[config.mk]
export PLATFORM = sky130hd
export DESIGN_NAME = spi_config_slave_flat
export DESIGN_NICKNAME = d
export VERILOG_FILES = /design/src/rtl/spi_cfg_pkg.sv /design/src/rtl/spi_config_slave_if.sv /design/src/rtl/spi_byte_shifter.sv /design/src/rtl/spi_config_slave.sv /design/src/flat_wrapper.sv
export SDC_FILE = /design/constraint.sdc
export NUM_CORES = 1
export LEC_CHECK = 0
export CORE_MARGIN = 2
export CORE_UTILIZATION = 55
export CTS_CLUSTER_SIZE = 30
export DETAILED_ROUTE_END_ITERATION = 12
export PLACE_DENSITY = 0.8
export SYNTH_ARGS = -nofsm -noshare
export SYNTH_HDL_FRONTEND = slang
export SYNTH_SLANG_ARGS = --single-unit
export TNS_END_PERCENT = 50
[constraint.sdc]
create_clock -name clk -period 3 [get_ports clk]
set_input_delay 0.9 -clock clk [delete_from_list [all_inputs] [get_ports clk]]
set_output_delay 0.9 -clock clk [all_outputs]
set_load 0.01 [all_outputs]
[src/rtl/spi_cfg_pkg.sv]
// rtl/spi_cfg_pkg.sv - shared commands, FSM states, status bit indices and CRC-8 helper
package spi_cfg_pkg;

  typedef enum logic [7:0] {
    CMD_PARAMS     = 8'h01,
    CMD_SYNAPSE    = 8'h02,
    CMD_NET_RESET  = 8'h03,
    CMD_RD_SPIKE   = 8'h04,
    CMD_RD_STATUS  = 8'h05,
    CMD_CLR_STATUS = 8'h06
  } cmd_e;

  typedef enum logic [2:0] {
    ST_IDLE,
    ST_PARAMS,
    ST_SYNAPSE,
    ST_RD_SPIKE,
    ST_RD_STATUS,
    ST_DRAIN
  } state_e;

  localparam int STAT_CMD_ERR   = 0;
  localparam int STAT_RANGE_ERR = 1;
  localparam int STAT_CRC_ERR   = 2;

  localparam logic [7:0] CRC8_POLY = 8'h07;

  // MSB-first CRC-8 update over one byte, no reflection
  function automatic logic [7:0] crc8_byte(input logic [7:0] crc, input logic [7:0] data);
    logic [7:0] c;
    c = crc ^ data;
    for (int i = 0; i < 8; i++) begin
      c = c[7] ? ((c << 1) ^ CRC8_POLY) : (c << 1);
    end
    return c;
  endfunction

endpackage

[src/rtl/spi_config_slave_if.sv]
// rtl/spi_config_slave_if.sv - SPI pin bundle between host and config slave
interface spi_config_slave_if;
  logic sclk;
  logic cs;
  logic mosi;
  logic miso;

  modport slave  (input sclk, cs, mosi, output miso);
  modport master (output sclk, cs, mosi, input miso);
endinterface

[src/rtl/spi_byte_shifter.sv]
// rtl/spi_byte_shifter.sv - SPI mode 0 oversampler: synchronisers, edge detect, rx/tx byte shifters
module spi_byte_shifter (
  input  logic              clk,
  input  logic              reset_n,
  spi_config_slave_if.slave spi,
  output logic              cs_act,
  output logic              byte_valid,
  output logic [7:0]        rx_byte,
  input  logic              tx_load,
  input  logic [7:0]        tx_data
);

  logic [2:0] sclk_q;
  logic [1:0] cs_q;
  logic [1:0] mosi_q;
  logic [6:0] rx_sr;
  logic [2:0] bit_cnt;
  logic [7:0] tx_sr;
  logic       rise;
  logic       fall;

  assign rise       = sclk_q[1] & ~sclk_q[2];
  assign fall       = ~sclk_q[1] & sclk_q[2];
  assign cs_act     = ~cs_q[1];
  assign rx_byte    = {rx_sr, mosi_q[1]};
  assign byte_valid = cs_act & rise & (bit_cnt == 3'd7);
  assign spi.miso   = tx_sr[7];

  always_ff @(posedge clk or negedge reset_n) begin
    if (!reset_n) begin
      sclk_q  <= '0;
      cs_q    <= 2'b11;
      mosi_q  <= '0;
      rx_sr   <= '0;
      bit_cnt <= '0;
      tx_sr   <= '0;
    end else begin
      sclk_q <= {sclk_q[1:0], spi.sclk};
      cs_q   <= {cs_q[0], spi.cs};
      mosi_q <= {mosi_q[0], spi.mosi};
      if (!cs_act) begin
        rx_sr   <= '0;
        bit_cnt <= '0;
        tx_sr   <= '0;
      end else begin
        if (rise) begin
          rx_sr   <= rx_byte[6:0];
          bit_cnt <= bit_cnt + 3'd1;
        end
        // The fall right after a byte boundary must keep the freshly loaded MSB on the pin
        if (tx_load) tx_sr <= tx_data;
        else if (fall && bit_cnt != 3'd0) tx_sr <= {tx_sr[6:0], 1'b0};
      end
    end
  end

endmodule

[src/rtl/spi_config_slave.sv]
// rtl/spi_config_slave.sv - config/readback slave top: FSM, staging, sticky spikes, status; SPI_CFG_CRC_EN adds trailing CRC-8
module spi_config_slave
  import spi_cfg_pkg::*;
#(
  parameter  int WIDTH       = 16,
  parameter  int N_INPUT     = 4,
  parameter  int N_OUTPUT    = 3,
  localparam int FIELD_BYTES = WIDTH / 8,
  localparam int SRC_W       = (N_INPUT > 1) ? $clog2(N_INPUT) : 1,
  localparam int DST_W       = (N_OUTPUT > 1) ? $clog2(N_OUTPUT) : 1
) (
  input  logic                 clk,
  input  logic                 reset_n,
  spi_config_slave_if.slave    spi,
  output logic [WIDTH-1:0]     param_threshold,
  output logic [WIDTH-1:0]     param_leak,
  output logic [WIDTH-1:0]     param_refr,
  output logic [WIDTH-1:0]     param_vmax,
  output logic [WIDTH-1:0]     param_vmin,
  output logic [SRC_W-1:0]     syn_src,
  output logic [DST_W-1:0]     syn_dst,
  output logic [WIDTH-1:0]     syn_weight,
  output logic                 load_params,
  output logic                 update_synapse,
  output logic                 net_reset,
  input  logic [N_OUTPUT-1:0]  spike_in
);

`ifdef SPI_CFG_CRC_EN
  localparam int CRC_BYTES = 1;
`else
  localparam int CRC_BYTES = 0;
`endif
  localparam int PB       = 5 * WIDTH;
  localparam int SYN_BITS = WIDTH + 16;
  localparam int STG_W    = PB - 8 + 8 * CRC_BYTES;
  localparam int SPK_W    = ((N_OUTPUT + 7) / 8) * 8;
  localparam logic [7:0] PAR_LAST = 8'(5 * FIELD_BYTES + CRC_BYTES - 1);
  localparam logic [7:0] SYN_LAST = 8'(2 + FIELD_BYTES + CRC_BYTES - 1);
  localparam logic [7:0] SPK_LAST = 8'(SPK_W / 8 - 1);

  state_e               state, state_next;
  logic                 cs_act, byte_valid, tx_load;
  logic [7:0]           rx_byte, tx_data, byte_cnt;
  logic [STG_W-1:0]     stage;
  logic [PB-1:0]        dvec;
  logic [SPK_W-1:0]     spk_snap, spk_buf;
  logic [N_OUTPUT-1:0]  sticky;
  logic [2:0]           status, status_next;
  logic [7:0]           src_b, dst_b;
  logic                 crc_ok, in_range;
  logic                 do_load, do_syn, do_reset, do_snap;

  spi_byte_shifter u_shifter (
    .clk        (clk),
    .reset_n    (reset_n),
    .spi        (spi),
    .cs_act     (cs_act),
    .byte_valid (byte_valid),
    .rx_byte    (rx_byte),
    .tx_load    (tx_load),
    .tx_data    (tx_data)
  );

  // dvec is the whole payload at the moment its final byte (data or CRC) arrives
`ifdef SPI_CFG_CRC_EN
  logic [7:0] crc;
  assign dvec   = stage;
  assign crc_ok = (rx_byte == crc);
`else
  assign dvec   = {stage, rx_byte};
  assign crc_ok = 1'b1;
`endif

  assign src_b    = dvec[SYN_BITS-1 -: 8];
  assign dst_b    = dvec[SYN_BITS-9 -: 8];
  assign in_range = (32'(src_b) < N_INPUT) && (32'(dst_b) < N_OUTPUT);

  always_comb begin
    spk_snap = '0;
    spk_snap[N_OUTPUT-1:0] = sticky;
  end

  always_ff @(posedge clk or negedge reset_n) begin
    if (!reset_n) state <= ST_IDLE;
    else          state <= state_next;
  end

  always_comb begin
    state_next  = state;
    status_next = status;
    tx_load     = 1'b0;
    tx_data     = 8'h00;
    do_load     = 1'b0;
    do_syn      = 1'b0;
    do_reset    = 1'b0;
    do_snap     = 1'b0;
    if (!cs_act) begin
      state_next = ST_IDLE;
    end else if (byte_valid) begin
      case (state)
        ST_IDLE: begin
          case (rx_byte)
            CMD_PARAMS:     state_next = ST_PARAMS;
            CMD_SYNAPSE:    state_next = ST_SYNAPSE;
            CMD_NET_RESET:  do_reset = 1'b1;
            CMD_RD_SPIKE: begin
              state_next = ST_RD_SPIKE;
              do_snap    = 1'b1;
              tx_load    = 1'b1;
              tx_data    = spk_snap[SPK_W-1 -: 8];
            end
            CMD_RD_STATUS: begin
              state_next = ST_RD_STATUS;
              tx_load    = 1'b1;
              tx_data    = {5'b0, status};
            end
            CMD_CLR_STATUS: status_next = '0;
            default: begin
              status_next[STAT_CMD_ERR] = 1'b1;
              state_next = ST_DRAIN;
            end
          endcase
        end
        ST_PARAMS: if (byte_cnt == PAR_LAST) begin
          state_next = ST_IDLE;
          do_load    = crc_ok;
          if (!crc_ok) status_next[STAT_CRC_ERR] = 1'b1;
        end
        ST_SYNAPSE: if (byte_cnt == SYN_LAST) begin
          state_next = ST_IDLE;
          do_syn     = crc_ok && in_range;
          if (!crc_ok)   status_next[STAT_CRC_ERR]   = 1'b1;
          if (!in_range) status_next[STAT_RANGE_ERR] = 1'b1;
        end
        ST_RD_SPIKE: begin
          // Loading zero after the last byte parks miso low
          tx_load = 1'b1;
          if (byte_cnt == SPK_LAST) state_next = ST_IDLE;
          else                      tx_data = spk_buf[SPK_W-1 -: 8];
        end
        ST_RD_STATUS: begin
          tx_load    = 1'b1;
          state_next = ST_IDLE;
        end
        default: ;
      endcase
    end
  end

  always_ff @(posedge clk or negedge reset_n) begin
    if (!reset_n) begin
      param_threshold <= '0;
      param_leak      <= '0;
      param_refr      <= '0;
      param_vmax      <= '0;
      param_vmin      <= '0;
      syn_src         <= '0;
      syn_dst         <= '0;
      syn_weight      <= '0;
      load_params     <= 1'b0;
      update_synapse  <= 1'b0;
      net_reset       <= 1'b0;
      status          <= '0;
      sticky          <= '0;
      stage           <= '0;
      byte_cnt        <= '0;
      spk_buf         <= '0;
`ifdef SPI_CFG_CRC_EN
      crc             <= '0;
`endif
    end else begin
      load_params    <= do_load;
      update_synapse <= do_syn;
      net_reset      <= do_reset;
      status         <= status_next;
      sticky         <= do_snap ? spike_in : (sticky | spike_in);
      if (!cs_act) begin
        byte_cnt <= '0;
        stage    <= '0;
      end else if (byte_valid) begin
        if (state == ST_IDLE) begin
          byte_cnt <= '0;
          stage    <= '0;
          spk_buf  <= spk_snap << 8;
`ifdef SPI_CFG_CRC_EN
          crc      <= crc8_byte(8'h00, rx_byte);
`endif
        end else begin
          byte_cnt <= byte_cnt + 8'd1;
          stage    <= {stage[STG_W-9:0], rx_byte};
          spk_buf  <= spk_buf << 8;
`ifdef SPI_CFG_CRC_EN
          crc      <= crc8_byte(crc, rx_byte);
`endif
        end
      end
      if (do_load) begin
        param_threshold <= dvec[PB-1 -: WIDTH];
        param_leak      <= dvec[4*WIDTH-1 -: WIDTH];
        param_refr      <= dvec[3*WIDTH-1 -: WIDTH];
        param_vmax      <= dvec[2*WIDTH-1 -: WIDTH];
        param_vmin      <= dvec[WIDTH-1:0];
      end
      if (do_syn) begin
        syn_src    <= src_b[SRC_W-1:0];
        syn_dst    <= dst_b[DST_W-1:0];
        syn_weight <= dvec[WIDTH-1:0];
      end
    end
  end

endmodule

[src/flat_wrapper.sv]
// flat-port wrapper written by rule: the top's interface ports become plain ports
module spi_config_slave_flat import spi_cfg_pkg::*;
#(
  parameter  int WIDTH       = 16,
  parameter  int N_INPUT     = 4,
  parameter  int N_OUTPUT    = 3,
  localparam int FIELD_BYTES = WIDTH / 8,
  localparam int SRC_W       = (N_INPUT > 1) ? $clog2(N_INPUT) : 1,
  localparam int DST_W       = (N_OUTPUT > 1) ? $clog2(N_OUTPUT) : 1
)
  (clk, reset_n, param_threshold, param_leak, param_refr, param_vmax, param_vmin, syn_src, syn_dst, syn_weight, load_params, update_synapse, net_reset, spike_in, spi_sclk, spi_cs, spi_mosi, spi_miso);
  spi_config_slave_if spi_i ();
  input  logic clk;
  input  logic reset_n;
  output logic [WIDTH-1:0] param_threshold;
  output logic [WIDTH-1:0] param_leak;
  output logic [WIDTH-1:0] param_refr;
  output logic [WIDTH-1:0] param_vmax;
  output logic [WIDTH-1:0] param_vmin;
  output logic [SRC_W-1:0] syn_src;
  output logic [DST_W-1:0] syn_dst;
  output logic [WIDTH-1:0] syn_weight;
  output logic load_params;
  output logic update_synapse;
  output logic net_reset;
  input  logic [N_OUTPUT-1:0] spike_in;
  input wire logic [$bits(spi_i.sclk)-1:0] spi_sclk;
  input wire logic [$bits(spi_i.cs)-1:0] spi_cs;
  input wire logic [$bits(spi_i.mosi)-1:0] spi_mosi;
  output wire logic [$bits(spi_i.miso)-1:0] spi_miso;
  assign spi_i.sclk = spi_sclk;
  assign spi_i.cs = spi_cs;
  assign spi_i.mosi = spi_mosi;
  assign spi_miso = spi_i.miso;
  spi_config_slave #(.WIDTH(WIDTH), .N_INPUT(N_INPUT), .N_OUTPUT(N_OUTPUT)) u_core (.clk(clk), .reset_n(reset_n), .spi(spi_i), .param_threshold(param_threshold), .param_leak(param_leak), .param_refr(param_refr), .param_vmax(param_vmax), .param_vmin(param_vmin), .syn_src(syn_src), .syn_dst(syn_dst), .syn_weight(syn_weight), .load_params(load_params), .update_synapse(update_synapse), .net_reset(net_reset), .spike_in(spike_in));
endmodule
==> images/final_placement.png <==
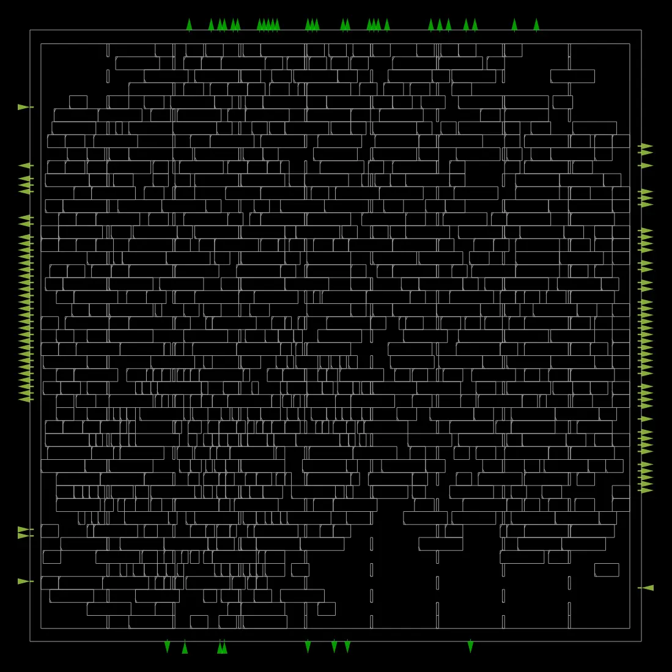
flop count: 216
Core ar.: 15090 sq um

==> images/density.png <==
The bar under the picture is 50 um long. The die is cut into 13 by 13 equal tiles; white is low, dark blue is high, 0 to 100% covered.
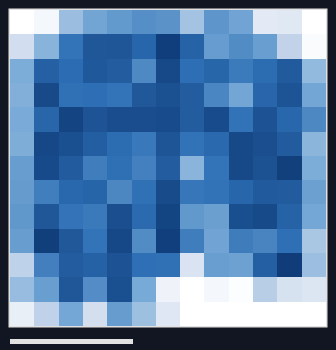
The fullest tile reaches 95%. 41% of the tiles are over 75% full. 5.9% of the tiles are nearly empty.
floorplan core density: 56.05%
Final Core Density: 68.61%

==> Changelog: implementation <==
### Changed

- Port-buffer cells: roughly 110
- Most common cell in the netlist: dfrtp_1
- Final Hold Fails: 0
- Clock buf/inv share: under 10%
- Main logic family: multiplexers
- Finished Layout Cells: 926
- Hold_sp: u_core.u_shifter.mosi_q[0]
- Clock Pin Slew Worst Setup and Hold Paths: approximately 0.060 ns
- Clock network power share: about 44%
- Buffers, non-clock: approximately 120
- Slew @ Worst Pin: 1.140 ns
- Adder Share, Synth: less than 1%
- Met3 wire length: approximately 1000 um
- WHS: 0.3470 ns
- Syn_area_per_cell: between 10 and 15 sq um
- Diodes inserted: 0
- YS chip area: roughly 8500 sq um
- Critical path depth: 5
- Synth top area cells: dfrtp_1, mux2_2, a22o_1
- Clk buf depth: 3
- Ao+oa area frac: between 10% and 20%
- Worst hold path type: flop to flop
- Slew margin rel.: about a quarter
- Total gr overflow: 0
- Final setup fails: 0
- P_clk: between 2 and 2.5 mW
- Tot Pwr: about 5.4 mW
- Largest register FFs: 72
- # H-tree levels: 1
- Filler Cell Count: roughly 1000
- Number of synthesis warnings: 0
- DRC viols: 0
- Capture point of the worst reg-to-reg path: u_core.param_vmin[8]
- Met2 usage: 36.46%
- Yosys cell count: 620
- Status: complete, no violations
- Number of distinct library cells after synthesis: 49
- TNS Setup: 0 ns
- Count of non-CTS inverters in the layout: 11
- Global route hottest layer: met2
- Final WL: 17980 um
- CTS tree: built
- Vias: about 5500
- Mux share: a little over an eighth
- Met1 GRT Util: roughly a third
- Top routing layer used: met4
- Worst vdd ir: between 0.5 and 0.6 mV
- Critical-path maximum fanout: between 80 and 90
- Met1 Wirelength: around 8000 um
- Logic pwr share: between 2 and 2.5%
- Post-DRT Antenna Nets: 0
- RSZ-0062 raised after global routing: false
- CP endpoint kind: flop
- Worst endpoint required time: roughly 3.4 ns
- Row cnt: between 40 and 50
- Die Y: ~130 um
- Final period utilization: between 80% and 90%
- Area grow syn2layout: 22.40%
- Synthesized area: around 8500 sq um
- Vias in the first global route: around 5600
- Sw Pwr: around 1.1 mW
- Slew Limit Fails: 0
- Average wire per standard cell: 19.42 um
- R2r worst-path depth: 5
- Placed inst area: 9743 sq um
- Flop pwr share: between 50% and 60%
- # Max-Cap Violations: 0
- R2r setup slk: roughly 0.44 ns
- Largest net degree at the start of global routing: between 80 and 90
- Post-Synthesis Cells: around 620
- Hpwl dp: roughly 12000 um
- Synth Seq Share: about 64%
- Power Dens Cells: approximately 530 nW/um^2
- Top class by area: sequential cells
- CTS buffer count: 21
- MI comb cells: approximately 350
- Endpoint, Worst Hold: u_core.u_shifter.mosi_q[1]
- Clkbuf count: 33
- Sw Share: a little over a fifth
- Main flop type: dfrtp_1
- Share of layout cells above drive strength 1: around 20%
- Met3 Use GR: under 10%
- Initial DRC Count: between 400 and 500
==> images/registers.png <==
The bar under the picture is 50 um long. Other sequential cells in the stronger grey, the rest of the logic in the fainter grey.
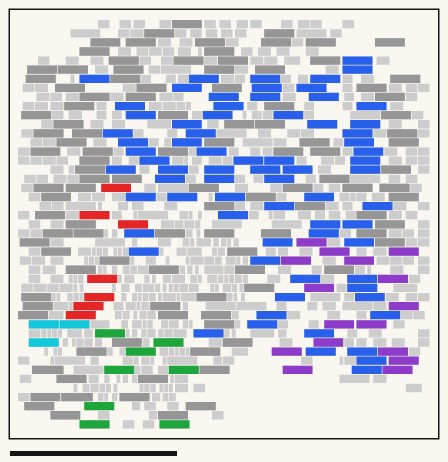
u_core.u_shifter.rx_sr: drawn in red, placed flops 7. u_core.u_shifter.tx_sr: drawn in green, placed flops 8, where lower left. u_core.param_threshold: drawn in purple, placed flops 16. u_core.stage: drawn in blue, placed flops 72. u_core.u_shifter.bit_cnt: drawn in cyan, placed flops 3.
register area: 5408 sq um
flop share of the area: 52.24%
Seq group: 2.93 mW

==> images/port_nets.png <==
The bar under the picture is 50 um long.
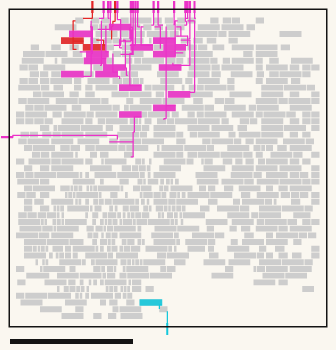
syn_dst: drawn in red, bits 2, direction output, end cells 2, buffers 2, wire 43.5 um. param_vmax: drawn in magenta, bits 16, direction output, end cells 16, buffers 16, wire 526 um. update_synapse: drawn in cyan, bits 1, direction output, end cells 1, buffers 1, wire 8.20 um.

Power is estimated from default activity; no workload was simulated.
